**src/rtl/rhdb_silo.sv**
```systemverilog
// ---------------------------------------------------------------------------
// rhdb_silo
//   RH11 data-buffer silo. Every completed RHDB write is pushed as one word
//   into a DEPTH-entry circular FIFO that the drive/transfer engine drains
//   through a show-ahead valid/acknowledge interface. Full, empty, occupancy
//   and a sticky overrun flag feed the RH11 status registers.
//
// Ports
//   clk        in   clock
//   rst        in   asynchronous active-low reset
//   clr        in   synchronous clear (controller clear); empties silo,
//                   clears overrun, wins over push/pop in the same cycle
//   rhDB       in   current RHDB register contents (WIDTH bits)
//   rhdbPUSH   in   one-cycle strobe: push rhDB
//   drvACK     in   consumer pops the head word this cycle
//   siloDATA   out  head word, 0 while empty
//   siloVALID  out  silo holds at least one word
//   siloFULL   out  count equals DEPTH
//   siloEMPTY  out  count equals 0
//   siloCOUNT  out  words held, 0..DEPTH
//   siloOVRE   out  sticky: push attempted while full without a pop
// ---------------------------------------------------------------------------
module rhdb_silo #(
    parameter int DEPTH = 66,   // 2..127
    parameter int WIDTH = 16
) (
    input  logic             clk,
    input  logic             rst,
    input  logic             clr,
    input  logic [WIDTH-1:0] rhDB,
    input  logic             rhdbPUSH,
    input  logic             drvACK,
    output logic [WIDTH-1:0] siloDATA,
    output logic             siloVALID,
    output logic             siloFULL,
    output logic             siloEMPTY,
    output logic [6:0]       siloCOUNT,
    output logic             siloOVRE
);

    localparam logic [6:0] DEPTH_C = 7'(DEPTH);
    localparam logic [6:0] LAST_C  = 7'(DEPTH - 1);

    logic [WIDTH-1:0] mem_q [DEPTH];

    logic [6:0] wp_q, wp_d;
    logic [6:0] rp_q, rp_d;
    logic [6:0] count_q, count_d;
    logic       ovre_q, ovre_d;

    logic full, empty;
    logic push_en, pop_en, ovre_set;

    // Next-state logic.
    always_comb begin
        // NOTE: every always_comb output gets a default first so no path
        // leaves it unassigned, which would infer a latch.
        wp_d    = wp_q;
        rp_d    = rp_q;
        count_d = count_q;
        ovre_d  = ovre_q;

        full  = (count_q == DEPTH_C);
        empty = (count_q == 7'd0);

        // A pop from an empty silo is ignored, so a simultaneous push into
        // an empty silo is never popped in the same cycle. When full, a
        // concurrent pop frees the slot the push needs.
        pop_en   = drvACK && !empty;
        push_en  = rhdbPUSH && (!full || drvACK);
        ovre_set = rhdbPUSH && full && !drvACK;

        if (clr) begin
            wp_d    = 7'd0;
            rp_d    = 7'd0;
            count_d = 7'd0;
            ovre_d  = 1'b0;
        end else begin
            // Wrap at DEPTH-1, not at a power of two.
            if (push_en) wp_d = (wp_q == LAST_C) ? 7'd0 : wp_q + 7'd1;
            if (pop_en)  rp_d = (rp_q == LAST_C) ? 7'd0 : rp_q + 7'd1;
            unique case ({push_en, pop_en})
                2'b10:   count_d = count_q + 7'd1;
                2'b01:   count_d = count_q - 7'd1;
                default: count_d = count_q;
            endcase
            if (ovre_set) ovre_d = 1'b1;
        end
    end

    // Pointer, count and flag registers.
    always_ff @(posedge clk or negedge rst) begin
        if (!rst) begin
            // NOTE: sequential state is updated with non-blocking assignments
            // so all registers sample the same pre-edge values.
            wp_q    <= 7'd0;
            rp_q    <= 7'd0;
            count_q <= 7'd0;
            ovre_q  <= 1'b0;
        end else begin
            wp_q    <= wp_d;
            rp_q    <= rp_d;
            count_q <= count_d;
            ovre_q  <= ovre_d;
        end
    end

    // NOTE: the storage array has no reset; stale contents are never visible
    // because siloDATA is forced to 0 while the silo is empty.
    always_ff @(posedge clk) begin
        if (push_en && !clr) mem_q[wp_q] <= rhDB;
    end

    // Show-ahead head word, flags decoded straight from the registered count.
    assign siloDATA  = empty ? '0 : mem_q[rp_q];
    assign siloVALID = !empty;
    assign siloFULL  = full;
    assign siloEMPTY = empty;
    assign siloCOUNT = count_q;
    assign siloOVRE  = ovre_q;

endmodule

```
**config.mk**
```make
export PLATFORM = sky130hd
export DESIGN_NAME = rhdb_silo
export DESIGN_NICKNAME = d
export VERILOG_FILES = /design/src/rtl/rhdb_silo.sv
export SDC_FILE = /design/constraint.sdc
export NUM_CORES = 1
export LEC_CHECK = 0
export CAP_MARGIN = 10
export CORE_UTILIZATION = 55
export CTS_BUF_LIST = sky130_fd_sc_hd__clkbuf_8
export DETAILED_ROUTE_END_ITERATION = 6
export GPL_ROUTABILITY_DRIVEN = 0
export PLACE_DENSITY = 0.74
export SLEW_MARGIN = 10
export SYNTH_ARGS = -nofsm -noshare
export SYNTH_HDL_FRONTEND = slang
export SYNTH_SLANG_ARGS = --single-unit
```
**constraint.sdc**
```tcl
create_clock -name clk -period 3 [get_ports clk]
set_clock_uncertainty 0.1 [all_clocks]
set_input_delay 0.45 -clock clk [delete_from_list [all_inputs] [get_ports clk]]
set_output_delay 0.45 -clock clk [all_outputs]
set_load 0.01 [all_outputs]
```
==> flow_summary_export.csv, run 1 <==
group,metric,value,unit
final_timing,min_period,3.961,ns
yosys,synthTopCellsByCount,"edfxtp_1 (1056), mux4_2 (252), nor2_1 (97)",
yosys,synth_top_cell_by_count,"edfxtp_1",
worst_setup_path,crit_end,"siloDATA[1]",
worst_setup_path,cp.depth,10,
worst_setup_path,regToRegSetupSlack,-0.05,ns
status,violations,"design-rule violations, negative setup slack",
hold_path,hold_path_depth,1,
run,warnings,32,
worst_setup_path,reg2regPathDepth,10,
final_timing,post-route-period-util,132.0,%
clock_network,cts_buffers,163,
yosys,ys_async_sr_fraction,2.041,%
worst_setup_path,cp-end-kind,"primary output",
final_layout,final_util,68.63,%
die,core,0.07582,sq mm
die,taps,978,
final_layout,comb_area,0.01031,sq mm
clock_network,path_clk_slew,0.07,ns
worst_setup_path,r2r-start,"siloCOUNT[2]$_DFFE_PN0P_",
placed_design,dp_hpwl,67.71,mm
final_timing,finalSetupTns,-14.27,ns
worst_setup_path,crit_top_cell,"buf_12",
worst_setup_path,crit_slowest_cell,"dfrtp_4",
die,dieArea,0.07768,sq mm
final_layout,nNonClkInverters,9,
final_timing,setup_ws,-0.9613,ns
placed_design,place_area,0.04691,sq mm
global_routing,grt_pass1_vias,23780,
status,outcome,"complete, but fails checks",
run,max_cap_viol_count,0,
yosys,ys_cells,1993,
worst_setup_path,critPathTopFamily,"AND-OR/OR-AND gates",
final_timing,max_slew.worst_pin.slew,0.8491,ns
route,drtIter0Drc,3207,
final_layout,nFlopsAndLatches,1078,
yosys,synth_flops,1078,
final_layout,n_clock_buffer,168,
worst_setup_path,cp-start-kind,"flop",
final_layout,nMultiInputCombCells,791,
clock_network,clockRootBuffer,"clkbuf_8",
global_routing,grt_first_pass_wirelength,161.3,mm
route,vias_per_cell,6.532,
yosys,synthSimpleGateAreaFrac,2.742,%
die,dieHeight,278.7,um
yosys,yosysChipArea,0.04212,sq mm
worst_setup_path,r2r-end,"siloCOUNT[4]$_DFFE_PN0P_",
yosys,edf_count,1056,
final_timing,finalSetupViolCount,18,
yosys,synthTopLogicFamily,"multiplexers",
yosys,topCellsByArea,"edfxtp_1 (75%), mux4_2 (13%), mux2i_1 (1.9%)",
final_timing,slew_headroom,43.39,%
clock_network,cts_sinks,1078,
final_layout,largest_cell_class,"registers",
route,drc,1,
final_timing,finalHoldViolCount,0,
final_timing,max_freq,252.4,MHz
power,power_leakage,16.90,nW
final_layout,diodes,2,
die,fp_util,55.54,%
final_layout,nFillCells,4411,
route,firstDrtPassIters,7,
yosys,synthCells,1993,
worst_setup_path,crit_path_cell_trace,"buf_8 > buf_12 > buf_12 > buf_12 > mux4_2 > a22o_1 > o21ai_4 > a31oi_1 > o31a_1 > buf_2",
final_layout,clk_share,5.874,%
clock_network,cts_tree,"done",
hold_path,hold_class,"primary input to flop",
yosys,synthXorXnorAreaFrac,0.06239,%
worst_setup_path,worstPathRequired,2.45,ns
worst_setup_path,critPathMaxFanout,5,
worst_setup_path,crit_type,"flop to primary output",
global_routing,overflow,0,
worst_setup_path,slowest_delay,0.52,ns
==> run 1: flip-flops by register name (all words and copies together), names as in the netlist <==
name / cells
wp_q: 7
mem_q: 1056
rp_q: 7
siloCOUNT: 7
siloOVRE: 1
==> run 1: power by group <==
group          switching, mW  leakage, nW  internal [mW]
Combinational           5.37         5.38           6.25
Clock                   5.68         1.74           5.76
Sequential            0.0555         9.79           16.6
Total                   11.1         16.9           28.6
==> run 1: layout by cell type (no fill, tap or decap), types with 17 or more instances in the layout <==
cell      instances
a22oi_2          22
nand2_1          44
edfxtp_1       1056
mux4_2          252
mux2i_1          62
clkbuf_8        168
a21oi_1          17
nand3_1          19
dfrtp_1          18
buf_2            29
buf_12          104
clkinv_1         40
buf_6            35
nor2_1           94
inv_1            57
buf_4           251
==> run 1: metal layers <==
metal | wire length [um] | up-vias | share of wire (%)
met4 | 5197 | 0 | 4.6
met1 | 41070 | 12090 | 37
li1 | - | 9424 | -
met5 | 0 | - | 0
met2 | 53180 | 1690 | 47
met3 | 13020 | 358 | 12
==> run 1: timing repair <==
| item | CTS | global route |
|---|---|---|
| setup buffers | 49 | 19 |
| setup endpoints to repair | 20 | 21 |
| gates cloned | 13 | 1 |
| hold endpoints to repair | 36 | 0 |
| hold buffers | 3 | 0 |
| pin swaps | 91 | 59 |
| gates resized | 306 | 62 |
==> run 1: metrics by stage <==
step / cells / hold slack (ns) / setup WS [ns] / power (mW)
3_5_place_dp: 3244 / 0.4312 / -0.9461 / 25.91
2_1_floorplan: 1993 / 0.05441 / -0.2723 / 22.14
6_report: 3607 / 0.09300 / -0.9613 / 39.73
5_1_grt: 3606 / 0.07750 / -1.039 / 40.88
4_1_cts: 3594 / 0.02211 / -1.003 / 39.34
3_3_place_gp: 3244 / 0.3999 / -0.9265 / 25.78
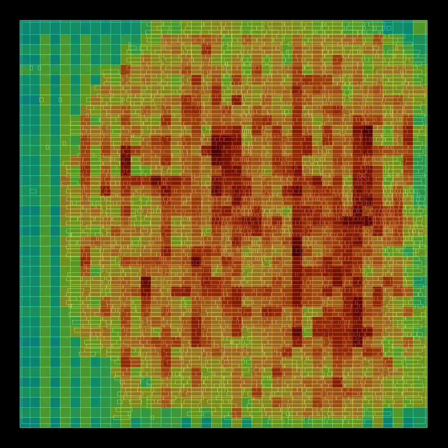
Run 1: routing congestion
routing usage on met3: 7.414%
wire per inst: 31.18 um
fraction of met2 tracks used by global routing: 45.25%
GR Util met1: 39.69%
Tot GR Track Use: 29.26%

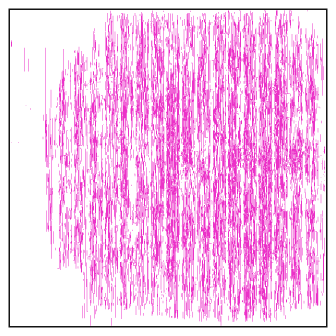
Run 1: signal wires on met2
The wires run mostly vertical. 2354 nets have wire on it. The layer carries 53.2 mm of wire. The layer holds 47% of the routed length. The longest straight run is 96.7 um.

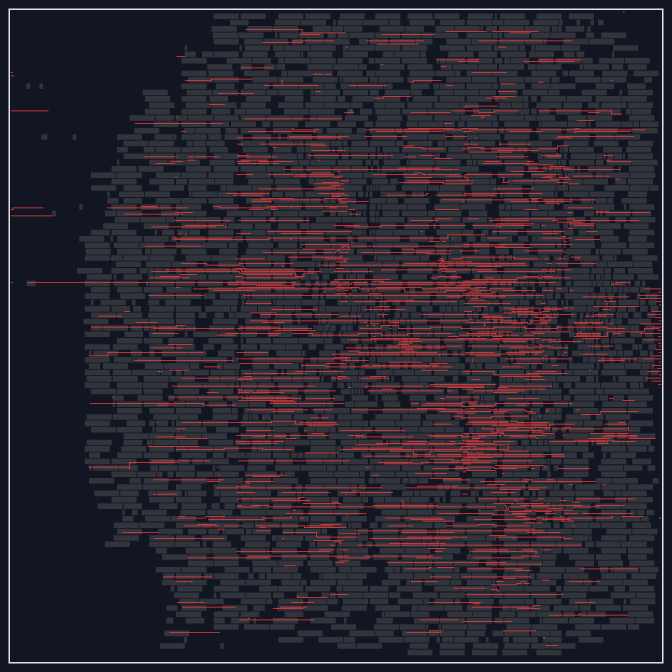
Run 1: M3 wires
Cells faint in the background.
The layer holds 12% of the routed length. The layer carries 13000 um of wire. The wires run mostly horizontal.
DRT Wirelength: 112.5 mm
Vias: 23560

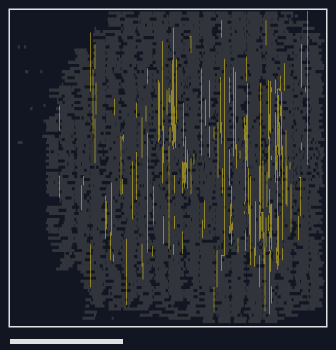
Run 1: met4 routing
Scale bar: 100 um. Cells faint in the background.
The longest straight run is 174 um. The layer holds 4.6% of the routed length.

==> run 2: changes to the inputs <==
Settings changed: CELL_PAD_IN_SITES_DETAIL_PLACEMENT from default to 1, CELL_PAD_IN_SITES_GLOBAL_PLACEMENT from default to 1, CORE_UTILIZATION 55 to 52, PLACE_DENSITY 0.74 to default, PLACE_DENSITY_LB_ADDON from default to 0.1.
==> flow_summary_export.csv, run 2 <==
group,metric,value,unit
status,outcome,"complete, but fails checks",
status,violations,"negative setup slack",
global_routing,overflow,0,
power,power.internal,28.84,mW
clock_network,cts_tree,"done",
global_routing,antenna_found_initial,3,
power,seq_power,16.7,mW
final_timing,min_period,4.154,ns
global_routing,grt_pass1_vias,24750,
final_timing,post-route-period-util,138.5,%
route,drtIter0Drc,2674,
yosys,synthTopLogicFamily,"multiplexers",
final_timing,finalSetupTns,-17.32,ns
yosys,yosysChipArea,0.04212,sq mm
power,clkPwrFrac,29.2,%
worst_setup_path,cp-end-kind,"primary output",
worst_setup_path,worstPathRequired,2.45,ns
clock_network,cts_sinks,1078,
final_layout,seq_area,0.03227,sq mm
yosys,top_area_cell,"edfxtp_1",
final_timing,finalHoldViolCount,0,
power,switching_share,28.61,%
route,finalWirelength,125.0,mm
yosys,edf_count,1056,
die,ios,48,
placed_design,dp_hpwl,78.21,mm
hold_path,hold_class,"primary input to flop",
worst_setup_path,critPathMaxFanout,5,
yosys,synthXorXnorAreaFrac,0.06239,%
route,vias_per_cell,6.336,
final_layout,mostFrequentLayoutCells,"edfxtp_1 (1056), buf_4 (288), mux4_2 (252)",
worst_setup_path,crit_end,"siloDATA[10]",
clock_network,cts_buffers,172,
power,pwr.group.combinational,11.9,mW
yosys,synth_top_cell_by_count,"edfxtp_1",
placed_design,place_area,0.04707,sq mm
clock_network,clockRootBuffer,"clkbuf_8",
power,seq_power_share,41.3,%
run,max_cap_viol_count,0,
yosys,ys_cells,1993,
yosys,ys_async_sr_fraction,2.041,%
final_timing,max_slew.worst_pin.slew,1.061,ns
final_timing,holdWs,0.07774,ns
yosys,synth.avg_cell_area,21.13,sq um
final_timing,max_freq,240.8,MHz
yosys,synthSimpleGateAreaFrac,2.742,%
yosys,topCellsByArea,"edfxtp_1 (75%), mux4_2 (13%), mux2i_1 (1.9%)",
placed_design,preCtsSetupSlack,-1.041,ns
yosys,yosysWarnings,0,
die,placementRows,103,
clock_network,path_clk_slew,0.07,ns
final_layout,comb_area,0.01024,sq mm
worst_setup_path,reg2regPathDepth,10,
final_timing,finalSetupViolCount,19,
worst_setup_path,cp-start-kind,"flop",
worst_setup_path,r2r-start,"siloCOUNT[0]$_DFFE_PN0P_",
route,firstDrtPassIters,5,
yosys,synthTopCellsByCount,"edfxtp_1 (1056), mux4_2 (252), nor2_1 (97)",
final_layout,nFillCells,6449,
power,top_power_group,"sequential cells",
worst_setup_path,r2r-end,"siloCOUNT[4]$_DFFE_PN0P_",
power,combPwrFrac,29.5,%
power,power.total,40.40,mW
placed_design,dpl.cell_count,3335,
final_timing,slew_headroom,29.28,%
route,ant_nets,0,
die,fp_util,52.97,%
final_layout,final_util,65.75,%
global_routing,grt_util_all_layers,31.10,%
run,warnings,31,
worst_setup_path,crit_type,"flop to primary output",
final_layout,lay_top_count,"edfxtp_1",
final_timing,setup_ws,-1.154,ns
yosys,synthCells,1993,
die,dieHeight,286.6,um
power,power_leakage,17.13,nW
die,dieArea,0.08213,sq mm
route,wl_per_cell,33.62,um
power,netSwitchingPower,11.56,mW
die,core,0.07952,sq mm
worst_setup_path,regToRegSetupSlack,-0.11,ns
final_layout,finalNonFillerCells,3719,
route,num_vias,23560,
yosys,synth_flops,1078,
power,clock_power,11.8,mW
final_layout,top_register,"mem_q",
global_routing,grt_first_pass_wirelength,178.1,mm
final_layout,largest_reg_flops,1056,
route,drc,0,
-- run 2: how the worst min path moves through the flow --
stage / start / slack (ns) / endpoint / depth (start not counted)
floorplan: rst / 0.05 / rp_q[0]$_DFFE_PN0P_ / 0
CTS: rhDB[2] / 0.009 / mem_q[58][2]$_DFFE_PP_ / 2
global placement: siloOVRE$_DFFE_PN0P_ / 0.39 / siloOVRE$_DFFE_PN0P_ / 2
finish: rhDB[2] / 0.08 / mem_q[58][2]$_DFFE_PP_ / 2
detailed placement: siloOVRE$_DFFE_PN0P_ / 0.40 / siloOVRE$_DFFE_PN0P_ / 2
global route: rhDB[2] / 0.03 / mem_q[58][2]$_DFFE_PP_ / 2
-- run 2: worst max-delay path, stage by stage, from the launching register on --
cell     delay (ns)
dfrtp_4        0.50
buf_12         0.15
buf_8          0.12
buf_16         0.13
buf_12         0.14
buf_12         0.13
buf_8          0.12
mux4_2         0.40
mux4_2         0.48
mux2i_1        0.16
buf_4          0.19
o22ai_4        0.09
buf_6          0.14
-- run 2: repair_timing --
action                                  in CTS  in global routing
resized                                    275                 79
hold buffers                                 2                  0
buffers inserted                            57                 32
pin swaps                                   69                 47
cloned                                       7                  1
hold endpoints to repair                    23                  0
endpoints found under the setup margin     163                 73
-- run 2: metal layers --
layer / track usage [%] / up-vias / routed length, um
li1: - / 9491 / -
met1: 44.08 / 12620 / 49620
met2: 49.69 / 1228 / 60620
met3: 5.588 / 221 / 11340
met4: 9.652 / 2 / 3436
met5: 0 / - / 13
-- run 2: area by class of cell --
cell class                      count  share of cell area [%]
Sequential cell                  1078                   61.73
Multi-Input combinational cell    791                   19.60
Timing Repair Buffer              483                   10.01
Clock buffer                      179                   4.712
Tap cell                         1050                   2.513
Clock inverter                    128                   1.362
Inverter                            9                 0.07180
Antenna cell                        1                0.004787
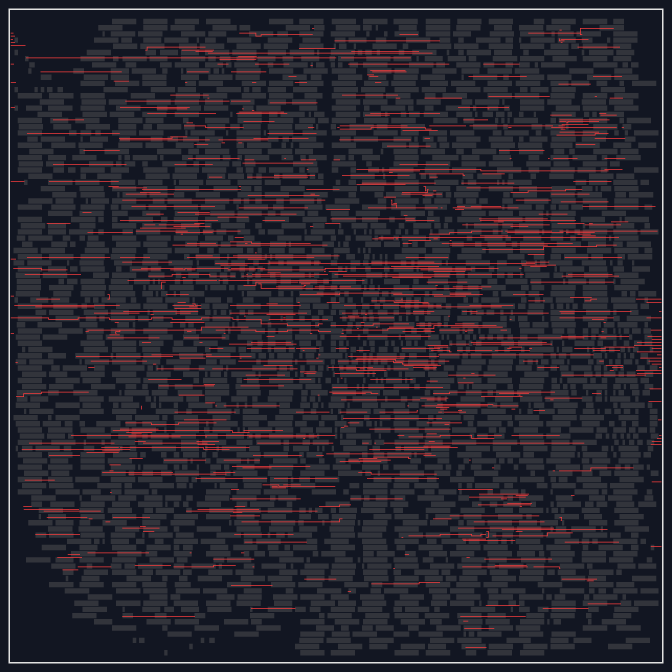
Run 2: M3 wires
Cells faint in the background.
The longest straight run is 140 um. The wires run mostly horizontal. The layer holds 9.1% of the routed length. The layer carries 11300 um of wire.

Power and IR drop assume default switching activity.
